Cell area per tile:
(6 px per um) 8 x 9 tiles, from white (low) to dark blue (high), 0 to 100% covered.
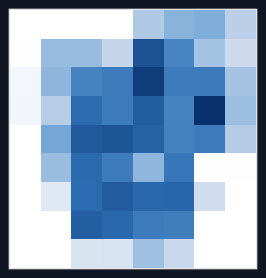
Track usage over the die:
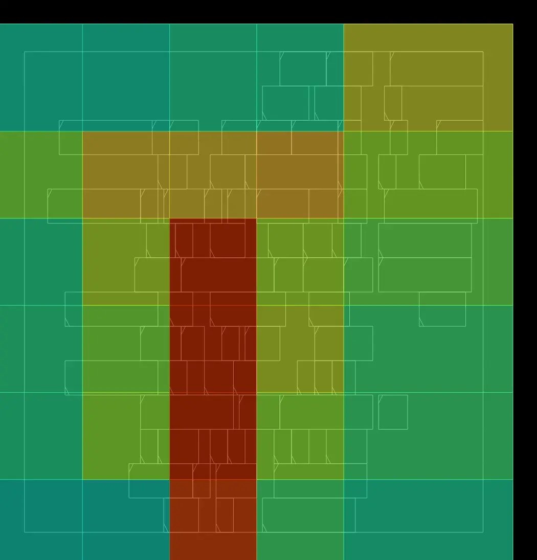
Routed metal, one colour a layer:
(12 px per um) Two of the layers only.
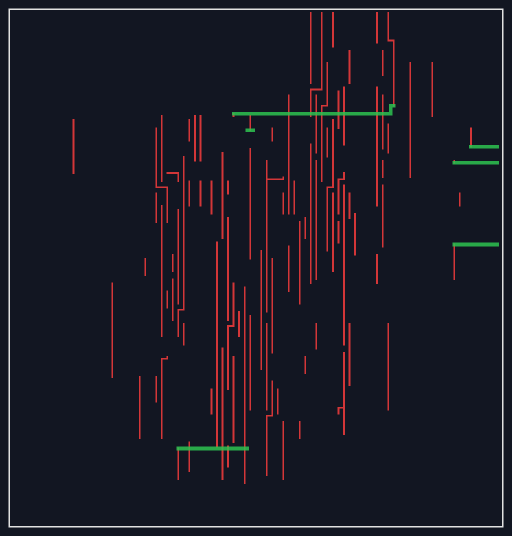
Power grid:
(12 px per um) Pins as bars on the die edge.
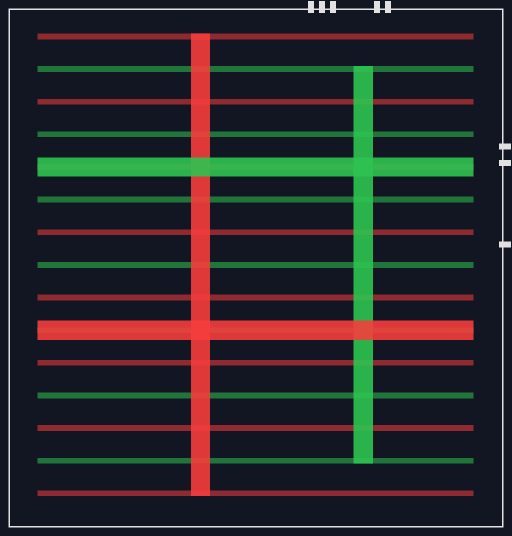
File: config.mk
export PLATFORM = sky130hd
export DESIGN_NAME = io_debounce
export DESIGN_NICKNAME = d
export VERILOG_FILES = /design/src/rtl/io_pkg.sv /design/src/rtl/io_sat_counter.sv /design/src/rtl/io_debounce.sv
export SDC_FILE = /design/constraint.sdc
export NUM_CORES = 1
export LEC_CHECK = 0
export CAP_MARGIN = 20
export CORE_AREA = 2 2 39 41
export CTS_CLUSTER_SIZE = 10
export DETAILED_ROUTE_END_ITERATION = 7
export DIE_AREA = 0 0 41 43
export PLACE_DENSITY = 0.75
export SLEW_MARGIN = 0
export SYNTH_ARGS = -nofsm -noshare
export SYNTH_HDL_FRONTEND = slang
export SYNTH_SLANG_ARGS = --single-unit
File: constraint.sdc
create_clock -name clk -period 2.18 [get_ports clk]
set_input_delay 0.327 -clock clk [delete_from_list [all_inputs] [get_ports clk]]
set_output_delay 0.327 -clock clk [all_outputs]
set_load 0.02 [all_outputs]
File: src/rtl/io_pkg.sv
// Shared types and constants for the IO input-conditioning blocks.
package io_pkg;

  typedef enum logic [0:0] {
    STABLE  = 1'b0,
    QUALIFY = 1'b1
  } io_deb_state_e;

  localparam int GLITCH_CNT_W = 8;

  localparam int SYS_CLK_HZ = 1_000_000;

  // One millisecond of qualification at the system clock.
  localparam int DEBOUNCE_1MS_CYCLES = SYS_CLK_HZ / 1000;

endpackage : io_pkg

File: src/rtl/io_sat_counter.sv
// Generic up-counter that sticks at all-ones; clear wins over increment.
module io_sat_counter #(
  parameter int W = 8
) (
  input  logic         clk,
  input  logic         rst,
  input  logic         clr_i,
  input  logic         inc_i,
  output logic [W-1:0] cnt_o
);

  localparam logic [W-1:0] CNT_MAX = '1;

  logic [W-1:0] cnt_q;
  logic [W-1:0] cnt_d;

  // Next count: clear, saturating increment, or hold.
  always_comb begin
    cnt_d = cnt_q;
    if (clr_i) begin
      cnt_d = '0;
    end else if (inc_i && (cnt_q != CNT_MAX)) begin
      cnt_d = cnt_q + W'(1);
    end else begin
      cnt_d = cnt_q;
    end
  end

  // Count register with synchronous reset.
  always_ff @(posedge clk) begin
    if (rst) begin
      cnt_q <= '0;
    end else begin
      cnt_q <= cnt_d;
    end
  end

  assign cnt_o = cnt_q;

endmodule : io_sat_counter

File: src/rtl/io_debounce.sv
// Debounces one synchronized pin level and emits rise/fall event pulses.
// Optional glitch counter enabled by defining IO_DEBOUNCE_GLITCH_CNT_EN.
module io_debounce
  import io_pkg::*;
#(
  parameter int   DEBOUNCE_CYCLES = DEBOUNCE_1MS_CYCLES,
  parameter logic RESET_LEVEL     = 1'b0
) (
  input  logic clk,
  input  logic rst,
  input  logic data_in,
  input  logic enable,
  output logic level,
  output logic rise,
  output logic fall,
  output logic busy
`ifdef IO_DEBOUNCE_GLITCH_CNT_EN
  ,
  input  logic                    glitch_clr,
  output logic [GLITCH_CNT_W-1:0] glitch_cnt
`endif
);

  localparam int CNT_W = $clog2(DEBOUNCE_CYCLES + 1);
  localparam logic [CNT_W-1:0] CNT_ONE  = CNT_W'(1);
  localparam logic [CNT_W-1:0] CNT_LAST = CNT_W'(DEBOUNCE_CYCLES - 1);

  io_deb_state_e    state_q;
  logic [CNT_W-1:0] cnt_q;
  logic             level_q;
  logic             rise_q;
  logic             fall_q;
  logic             busy_q;

  // Qualification FSM; every output is a register updated alongside the state.
  always_ff @(posedge clk) begin
    if (rst) begin
      state_q <= STABLE;
      cnt_q   <= '0;
      level_q <= RESET_LEVEL;
      rise_q  <= 1'b0;
      fall_q  <= 1'b0;
      busy_q  <= 1'b0;
    end else if (!enable) begin
      state_q <= STABLE;
      cnt_q   <= '0;
      rise_q  <= 1'b0;
      fall_q  <= 1'b0;
      busy_q  <= 1'b0;
    end else begin
      rise_q <= 1'b0;
      fall_q <= 1'b0;
      case (state_q)
        STABLE: begin
          if (data_in == level_q) begin
            state_q <= STABLE;
            cnt_q   <= '0;
            busy_q  <= 1'b0;
          end else if (DEBOUNCE_CYCLES == 1) begin
            level_q <= ~level_q;
            rise_q  <= ~level_q;
            fall_q  <= level_q;
            cnt_q   <= '0;
            state_q <= STABLE;
            busy_q  <= 1'b0;
          end else begin
            cnt_q   <= CNT_ONE;
            state_q <= QUALIFY;
            busy_q  <= 1'b1;
          end
        end
        QUALIFY: begin
          // A return to the committed level aborts, even on the terminal count.
          if (data_in == level_q) begin
            cnt_q   <= '0;
            state_q <= STABLE;
            busy_q  <= 1'b0;
          end else if (cnt_q == CNT_LAST) begin
            level_q <= ~level_q;
            rise_q  <= ~level_q;
            fall_q  <= level_q;
            cnt_q   <= '0;
            state_q <= STABLE;
            busy_q  <= 1'b0;
          end else begin
            cnt_q   <= cnt_q + CNT_ONE;
            state_q <= QUALIFY;
            busy_q  <= 1'b1;
          end
        end
        default: begin
          state_q <= STABLE;
          cnt_q   <= '0;
          busy_q  <= 1'b0;
        end
      endcase
    end
  end

  assign level = level_q;
  assign rise  = rise_q;
  assign fall  = fall_q;
  assign busy  = busy_q;

`ifdef IO_DEBOUNCE_GLITCH_CNT_EN
  logic abort_s;

  assign abort_s = !rst && enable && (state_q == QUALIFY) && (data_in == level_q);

  io_sat_counter #(
    .W(GLITCH_CNT_W)
  ) u_glitch_cnt (
    .clk   (clk),
    .rst   (rst),
    .clr_i (glitch_clr),
    .inc_i (abort_s),
    .cnt_o (glitch_cnt)
  );
`endif

endmodule : io_debounce

==> reports/qor.csv <==
metric,value,unit
run_status,finished clean,
clkSinkCount,14,
mappedNetlistArea,606,sq um
final.setup.worst_slack,0.528,ns
insertion_delay_of_the_later_clocked_pin_in_the_worst_skew_pair,0.29,ns
worst_setup_path_start_kind,flop,
ant_diodes,0,
tritoncts,yes,
worstSetupPathType,flop to primary output,
timing.slew.headroom,81.6,%
placement.io_buffers,7,
ys_cells,66,
synthDominantCellAreaShare,46.3,%
drt-total-wl,1060,um
crit_cells,1,
syn_area_per_cell,9.18,sq um
post_route_cells_drive_above_1_share,6.49,%
fin_crit,1.65,ns
ff2ff_setup_slack,0.62,ns
maxSlewViolCount,0,
antenna_violating_nets_post_route,0,
cts_inserted_buffers,3,
num_vias,476,
critical_path.top_delay_family,buffers and inverters,
yosysSeqAreaShare,46.3,%
Back to the opening pictures, 'cell area per tile':
tiles over 75% full	21%
fullest tile	100%
mean over tiles	40%
densest ninth of the die	centre
nearly empty tiles	26%
Floorplan Utilization: 43.8%
post-layout util: 52.9%
core outline area: 0.00138 sq mm

Back to the opening pictures, 'track usage over the die':
all-layer global routing usage: 15.8%
global route hottest layer: met2
WL/cell: 11.4 um
fraction of met3 tracks used by global routing: 4.71%

Back to the opening pictures, 'routed metal, one colour a layer':
layer	colour	wire length
M3	green	29.3 um
M2	red	484 um

Back to the opening pictures, 'power grid':
net	colour
VDD	green
VSS	red
met4 straps	2
met5 straps	2
signal pins	8
rows	14
IR drop worst, VDD: 0.423 mV
vertical die dimension: 43 um
horizontal die size: 41 um

## flip-flops by register name, indices dropped and copies added (netlist names)
register  flops
rise          1
busy          1
cnt_q        10
fall          1
level         1
## cells by family after synthesis
group | synth area share (%)
fa+ha+maj | 2.07
buf+inv | 2.48
flops | 46.3
compound gates | 11.0
simple gates | 29.5
xor+xnor | 8.68
## per-layer routing
layer | wire (um) | share of wire [%] | vias to the layer above
met5 | 0 | 0 | -
met2 | 484 | 46 | 7
met1 | 518 | 49 | 214
met4 | 26 | 2.5 | 0
li1 | - | - | 253
met3 | 29 | 2.7 | 2
## stage by stage
stage          hold slack (ns)  instance area (sq um)  power (W)  utilization, %  instances
6_report                 0.489                    732   0.000461            52.9         93
3_3_place_gp             0.460                    696   0.000279            50.3         89
2_1_floorplan            0.456                    606   0.000270               -         66
3_5_place_dp             0.471                    696   0.000280            50.3         89
5_1_grt                  0.510                    732   0.000477            52.9         93
4_1_cts                  0.493                    732   0.000467            52.9         93
## report_power, final
part           internal [W]  total (W)  leakage (nW)  switching (W)
sequential         0.000257   0.000259         0.113     0.00000170
clock              0.000102   0.000187        0.0210      0.0000852
combinational    0.00000930  0.0000149         0.154     0.00000559
total              0.000368   0.000461         0.288      0.0000925
## cell type report
class                           instances  area share, %
Multi-Input combinational cell         48           42.4
Sequential cell                        14           38.3
Timing Repair Buffer                    7           9.57
Clock buffer                            4           4.96
Inverter                                4           2.05
Tap cell                               16           2.74
Power figures rest on the tool's default switching activity, not on a simulated workload.
